`src/rtl/fault_pkg.sv`:
```
// Shared definitions for the phase-C fault path: data width, default window
// length, acquisition state encoding and the saturated magnitude limit that
// the downstream fault_classifier thresholds are scaled against.
package fault_pkg;

   localparam int DATA_W     = 16;
   localparam int WINDOW_LEN = 64;

   // Largest positive DATA_W-bit value; also the result of |most-negative|.
   localparam logic [DATA_W-1:0] SAT_MAX = {1'b0, {(DATA_W-1){1'b1}}};

   typedef enum logic {
      IDLE = 1'b0,
      ACQ  = 1'b1
   } pk_state_e;

endpackage : fault_pkg

```
`src/rtl/phase_peak_detector_sat_abs.sv`:
```
// Combinational saturated absolute value of a signed two's complement word.
// The most-negative input has no positive counterpart, so it clamps to the
// largest positive value instead of wrapping back to itself.
module sat_abs #(
   parameter int DATA_W = fault_pkg::DATA_W
) (
   input  logic [DATA_W-1:0] i_x,
   output logic [DATA_W-1:0] o_abs
);

   localparam logic [DATA_W-1:0] MOST_NEG = {1'b1, {(DATA_W-1){1'b0}}};
   localparam logic [DATA_W-1:0] MOST_POS = {1'b0, {(DATA_W-1){1'b1}}};

   // Magnitude: pass positives, negate negatives, clamp the most-negative code.
   always_comb begin
      o_abs = i_x;
      if (i_x == MOST_NEG) begin
         o_abs = MOST_POS;
      end else if (i_x[DATA_W-1]) begin
         o_abs = (~i_x) + {{(DATA_W-1){1'b0}}, 1'b1};
      end else begin
         o_abs = i_x;
      end
   end

endmodule : sat_abs

```
`src/rtl/phase_peak_detector.sv`:
```
// Phase-C peak extractor: tracks the saturated |V| and |I| maxima over one
// mains-cycle window and publishes them with a one-cycle peak_valid strobe.
// A sync pulse realigns the window to the zero crossing; en=0 parks the block
// in IDLE and drops any partial window while the published peaks hold.
module phase_peak_detector
   import fault_pkg::*;
#(
   parameter int DATA_W     = fault_pkg::DATA_W,
   parameter int WINDOW_LEN = fault_pkg::WINDOW_LEN,
   parameter int CNT_W      = 16
) (
   input  logic                     clk,
   input  logic                     rst,
   input  logic                     en,
   input  logic                     sync,
   input  logic                     sample_valid,
   input  logic signed [DATA_W-1:0] Vc_sample,
   input  logic signed [DATA_W-1:0] Ic_sample,
   output logic signed [DATA_W-1:0] Vc_peak,
   output logic signed [DATA_W-1:0] Ic_peak,
   output logic                     peak_valid,
   output logic                     busy
);

   // Count value held before the sample that completes the window.
   localparam logic [CNT_W-1:0] LAST_IDX = CNT_W'(WINDOW_LEN - 1);

   pk_state_e          r_state;
   pk_state_e          w_state_nxt;
   logic [CNT_W-1:0]   r_count;
   logic [DATA_W-1:0]  r_vmax;
   logic [DATA_W-1:0]  r_imax;
   logic [DATA_W-1:0]  r_vpeak;
   logic [DATA_W-1:0]  r_ipeak;
   logic               r_peak_valid;
   logic [DATA_W-1:0]  w_vabs;
   logic [DATA_W-1:0]  w_iabs;
   logic [DATA_W-1:0]  w_vmax_nxt;
   logic [DATA_W-1:0]  w_imax_nxt;
   logic               w_last;

   sat_abs #(.DATA_W(DATA_W)) u_vabs (
      .i_x   (Vc_sample),
      .o_abs (w_vabs)
   );

   sat_abs #(.DATA_W(DATA_W)) u_iabs (
      .i_x   (Ic_sample),
      .o_abs (w_iabs)
   );

   // Running maxima including the current sample; unsigned compare is exact
   // because both operands are non-negative magnitudes.
   always_comb begin
      w_vmax_nxt = r_vmax;
      w_imax_nxt = r_imax;
      if (w_vabs > r_vmax) begin
         w_vmax_nxt = w_vabs;
      end else begin
         w_vmax_nxt = r_vmax;
      end
      if (w_iabs > r_imax) begin
         w_imax_nxt = w_iabs;
      end else begin
         w_imax_nxt = r_imax;
      end
      w_last = (r_count == LAST_IDX);
   end

   // Next-state logic: en alone decides between IDLE and ACQ.
   always_comb begin
      w_state_nxt = r_state;
      case (r_state)
         IDLE: begin
            if (en) begin
               w_state_nxt = ACQ;
            end else begin
               w_state_nxt = IDLE;
            end
         end
         ACQ: begin
            if (!en) begin
               w_state_nxt = IDLE;
            end else begin
               w_state_nxt = ACQ;
            end
         end
         default: w_state_nxt = IDLE;
      endcase
   end

   // State register.
   always_ff @(posedge clk or posedge rst) begin
      if (rst) begin
         r_state <= IDLE;
      end else begin
         r_state <= w_state_nxt;
      end
   end

   // Window accumulation, sync realignment and peak publication.
   always_ff @(posedge clk or posedge rst) begin
      if (rst) begin
         r_count      <= '0;
         r_vmax       <= '0;
         r_imax       <= '0;
         r_vpeak      <= '0;
         r_ipeak      <= '0;
         r_peak_valid <= 1'b0;
      end else begin
         r_peak_valid <= 1'b0;
         if ((r_state != ACQ) || !en) begin
            // Not acquiring (or leaving ACQ): partial window is discarded.
            r_count <= '0;
            r_vmax  <= '0;
            r_imax  <= '0;
         end else if (sync) begin
            // Zero crossing wins over completion; a coincident sample opens
            // the new window as its first sample.
            if (sample_valid) begin
               r_count <= CNT_W'(1);
               r_vmax  <= w_vabs;
               r_imax  <= w_iabs;
            end else begin
               r_count <= '0;
               r_vmax  <= '0;
               r_imax  <= '0;
            end
         end else if (sample_valid) begin
            if (w_last) begin
               r_vpeak      <= w_vmax_nxt;
               r_ipeak      <= w_imax_nxt;
               r_peak_valid <= 1'b1;
               r_count      <= '0;
               r_vmax       <= '0;
               r_imax       <= '0;
            end else begin
               r_count <= r_count + CNT_W'(1);
               r_vmax  <= w_vmax_nxt;
               r_imax  <= w_imax_nxt;
            end
         end
      end
   end

   assign Vc_peak    = r_vpeak;
   assign Ic_peak    = r_ipeak;
   assign peak_valid = r_peak_valid;
   assign busy       = (r_state == ACQ);

endmodule : phase_peak_detector

```
`config.mk`:
```
export PLATFORM = sky130hd
export DESIGN_NAME = phase_peak_detector
export DESIGN_NICKNAME = d
export VERILOG_FILES = /design/src/rtl/fault_pkg.sv /design/src/rtl/phase_peak_detector_sat_abs.sv /design/src/rtl/phase_peak_detector.sv
export SDC_FILE = /design/constraint.sdc
export NUM_CORES = 1
export LEC_CHECK = 0
export CAP_MARGIN = 20
export CORE_UTILIZATION = 50
export DETAILED_ROUTE_END_ITERATION = 12
export HOLD_SLACK_MARGIN = 0.05
export PLACE_DENSITY = 0.74
export SYNTH_ARGS = -nofsm -noshare
export SYNTH_HDL_FRONTEND = slang
export SYNTH_SLANG_ARGS = --single-unit
```
`constraint.sdc`:
```
create_clock -name clk -period 7.6 [get_ports clk]
set_input_delay 1.52 -clock clk [delete_from_list [all_inputs] [get_ports clk]]
set_output_delay 1.52 -clock clk [all_outputs]
set_load 0.02 [all_outputs]
```
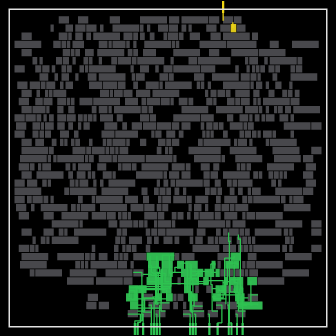
*Port wiring*
Drawn at 3 px/µm.
[green] Ic_sample | bits: 16 | direction: input | edge: south | end cells: 46 | buffers: 16 | wire: 634 µm
[yellow] rst | bits: 1 | direction: input | edge: north | end cells: 1 | buffers: 1 | wire: 4.90 µm

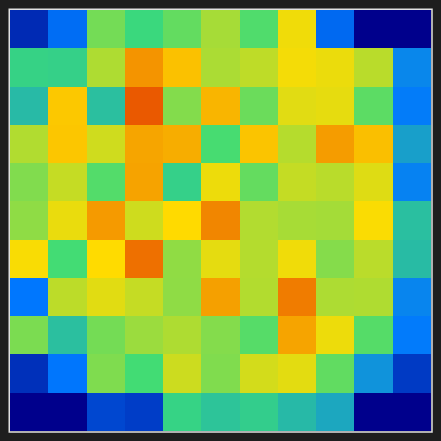
*Cell area per tile*
Drawn at 4 px/µm. 11 x 11 tiles, from dark blue (low) to red (high), 0 to 100% covered.
emptiest ninth of the die: south-west
tiles over 75% full: 17%
mean over tiles: 56%
nearly empty tiles: 5.0%
final core occ: 0.615
CORE AREA: 0.0103 mm²
Pre-Place Util: 0.517

==> reports/results.ini <==
[drt]
wl_met2_um=6000
highest_layer=met4
wl_per_cell_um=15.6
routed_wl_um=12800
drt_iter0_drc=374
vias_per_cell=5.87
drc=0

[floorplan]
io_pins=71
chip_area_mm2=0.0111

[status]
run_status=completed

[timing]
maxSlewHeadroom=0.390
fin_ws_ps=1380
fmax_mhz=161
setup_viol=0
rsz0062_at_grt=false
final.setup.tns_ps=0
period_needed_ps=6220
worst_hold_slack_ps=490

[clocking]
clkTransAtPathRegs_ps=90
cts.sinks=82
cts_tree=built
clk-insertion-delay-late_ps=360
cts_setup_buffers=0

[finish]
design_area_mm2=0.00635
layout-drive-gt1-share=0.0558
final_cell_mix=82 x dfrtp_1, 80 x nand2_1, 70 x clkdlybuf4s50_1, 66 x a21oi_1, 47 x nor2_1
final_cells=817
antenna_cells=0

[global_route]
antenna_found_initial=0
grt_first_pass_wirelength_um=21200
grt_use_met3=0.0421
grt_max_degree=83
top_usage_layer=met2
grt_overflow=0

[placed_design]
place_ws_ps=1080
io_buffers=70
dp_cells=800
dp_hpwl_um=9240

[logic_synthesis]
syn_nets=695
edf_count=0
synthFlopType=dfrtp_1
synth_area_mm2=0.00534
yosys_warnings=0
ys_ff=82

[power_and_ir_drop]
p_leak_nw=2.56

[run]
stage_log_warnings=26

[worst_hold_path]
min_path_type=register to register

[critical_path]
required_ps=7900
critPathKind=primary input to register

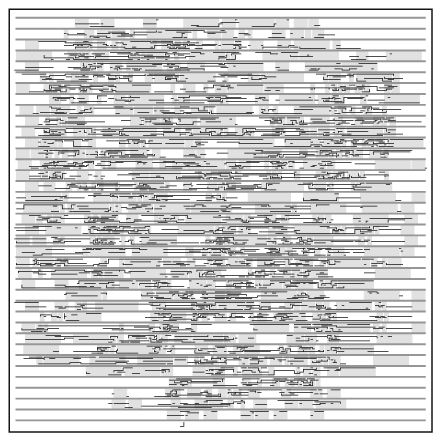
*M1 wires*
Drawn at 4 px/µm. Supply wires on this layer in grey.
longest straight run: 31.3 µm
nets with wire on the layer: 682
main direction: horizontal
met1 Track Usage GR: 0.330
routed via count: 4,792

worst paths after layout:
check | startpoint | to | slack [ps] | cells after the start
setup / recovery | Ic_sample[15] | r_imax[14] | 1380 | 14
setup reg to reg | r_imax[14] | r_imax[14] | 4260 | 9
hold / removal | Vc_peak[14] | Vc_peak[14] | 490 | 2
hold reg to reg | Vc_peak[14] | Vc_peak[14] | 490 | 2
max in group asynchronous | rst | Vc_peak[4] | 5570 | 4
min in group asynchronous | rst | r_count[11] | 1450 | 3
Yosys cell counts (2+ instances only):
cell type / count / area (µm²)
buf_4: 3 / 22.5
nor4b_1: 2 / 17.5
o31ai_1: 6 / 45.0
and3_1: 9 / 56.3
o21ai_1: 28 / 140
nor2b_1: 4 / 25.0
nand4b_1: 2 / 17.5
nor2_1: 47 / 176
nor3b_1: 3 / 22.5
and2_1: 2 / 12.5
a21oi_1: 66 / 330
nand2_1: 80 / 300
and4bb_2: 2 / 25.0
dfrtp_1: 82 / 2050
o311ai_0: 5 / 43.8
or2_1: 2 / 12.5
and4_1: 2 / 17.5
or3_1: 7 / 43.8
o211ai_1: 5 / 37.5
buf_2: 11 / 55.1
xor2_1: 13 / 114
o41ai_1: 2 / 17.5
nand3_1: 23 / 115
o21ai_0: 22 / 110
ha_1: 35 / 438
nor4_1: 8 / 50.1
nor4_2: 2 / 25.0
o21a_1: 3 / 22.5
clkbuf_1: 16 / 60.1
a22o_1: 26 / 228
xnor2_1: 7 / 61.3
a21oi_2: 2 / 17.5
nand4_1: 12 / 75.1
nor3_1: 5 / 25.0
a211oi_1: 6 / 45.0
mux2i_1: 3 / 30.0
inv_1: 37 / 139
nand2b_1: 3 / 18.8
a32oi_1: 3 / 26.3
a31oi_1: 6 / 37.5
metrics by stage:
stage / power (mW) / utilization
global route: 1.08 / 0.615
global placement: 0.644 / 0.589
floorplan: 0.590 / -
finish: 1.03 / 0.615
detailed placement: 0.650 / 0.589
CTS: 1.04 / 0.612
report_power, final:
part	switching [mW]	total, mW	internal [mW]
logic	0.119	0.195	0.0756
clock network	0.168	0.388	0.220
registers	0.00527	0.449	0.444
worst max-delay path: stages:
cell             delay, ps
clkdlybuf4s50_1        940
nor4b_1                420
nand2_1                190
nor2_1                 330
a211oi_1                90
a31oi_1                330
ha_1                   210
nand4_1                110
or2_1                  260
a211oi_1               280
or3_1                  670
a21oi_1                180
nor2_1                 730
a22o_1                 240
final cells by class:
cell class	count	area [µm²]
flip-flops and latches	82	2050
repair buffers	73	743
clock buffers	10	128
multi-input cells	473	3000
clock inverters	6	113
fillers	928	3980
inverters	37	140
well taps	136	170
state kept, by name (all words and copies together), names as in the netlist:
| register | cells |
|---|---|
| Ic_peak | 16 |
| busy | 1 |
| r_imax | 16 |
| r_vmax | 16 |
| Vc_peak | 16 |
| peak_valid | 1 |
| r_count | 16 |
logic make-up (layout without fill, tap and decap cells):
group	Yosys count	count (layout)	share of synthesized area
adders and majority gates	35	35	0.0821
xor gates and xnor gates	20	20	0.0328
muxes	4	4	0.00774
buffers and inverters	68	126	0.0539
AOI/OAI and AO/OA	193	193	0.233
DFF	82	82	0.385
and+or+nand+nor	221	221	0.206
No activity file was given, so power comes from the tool's default toggle rates.
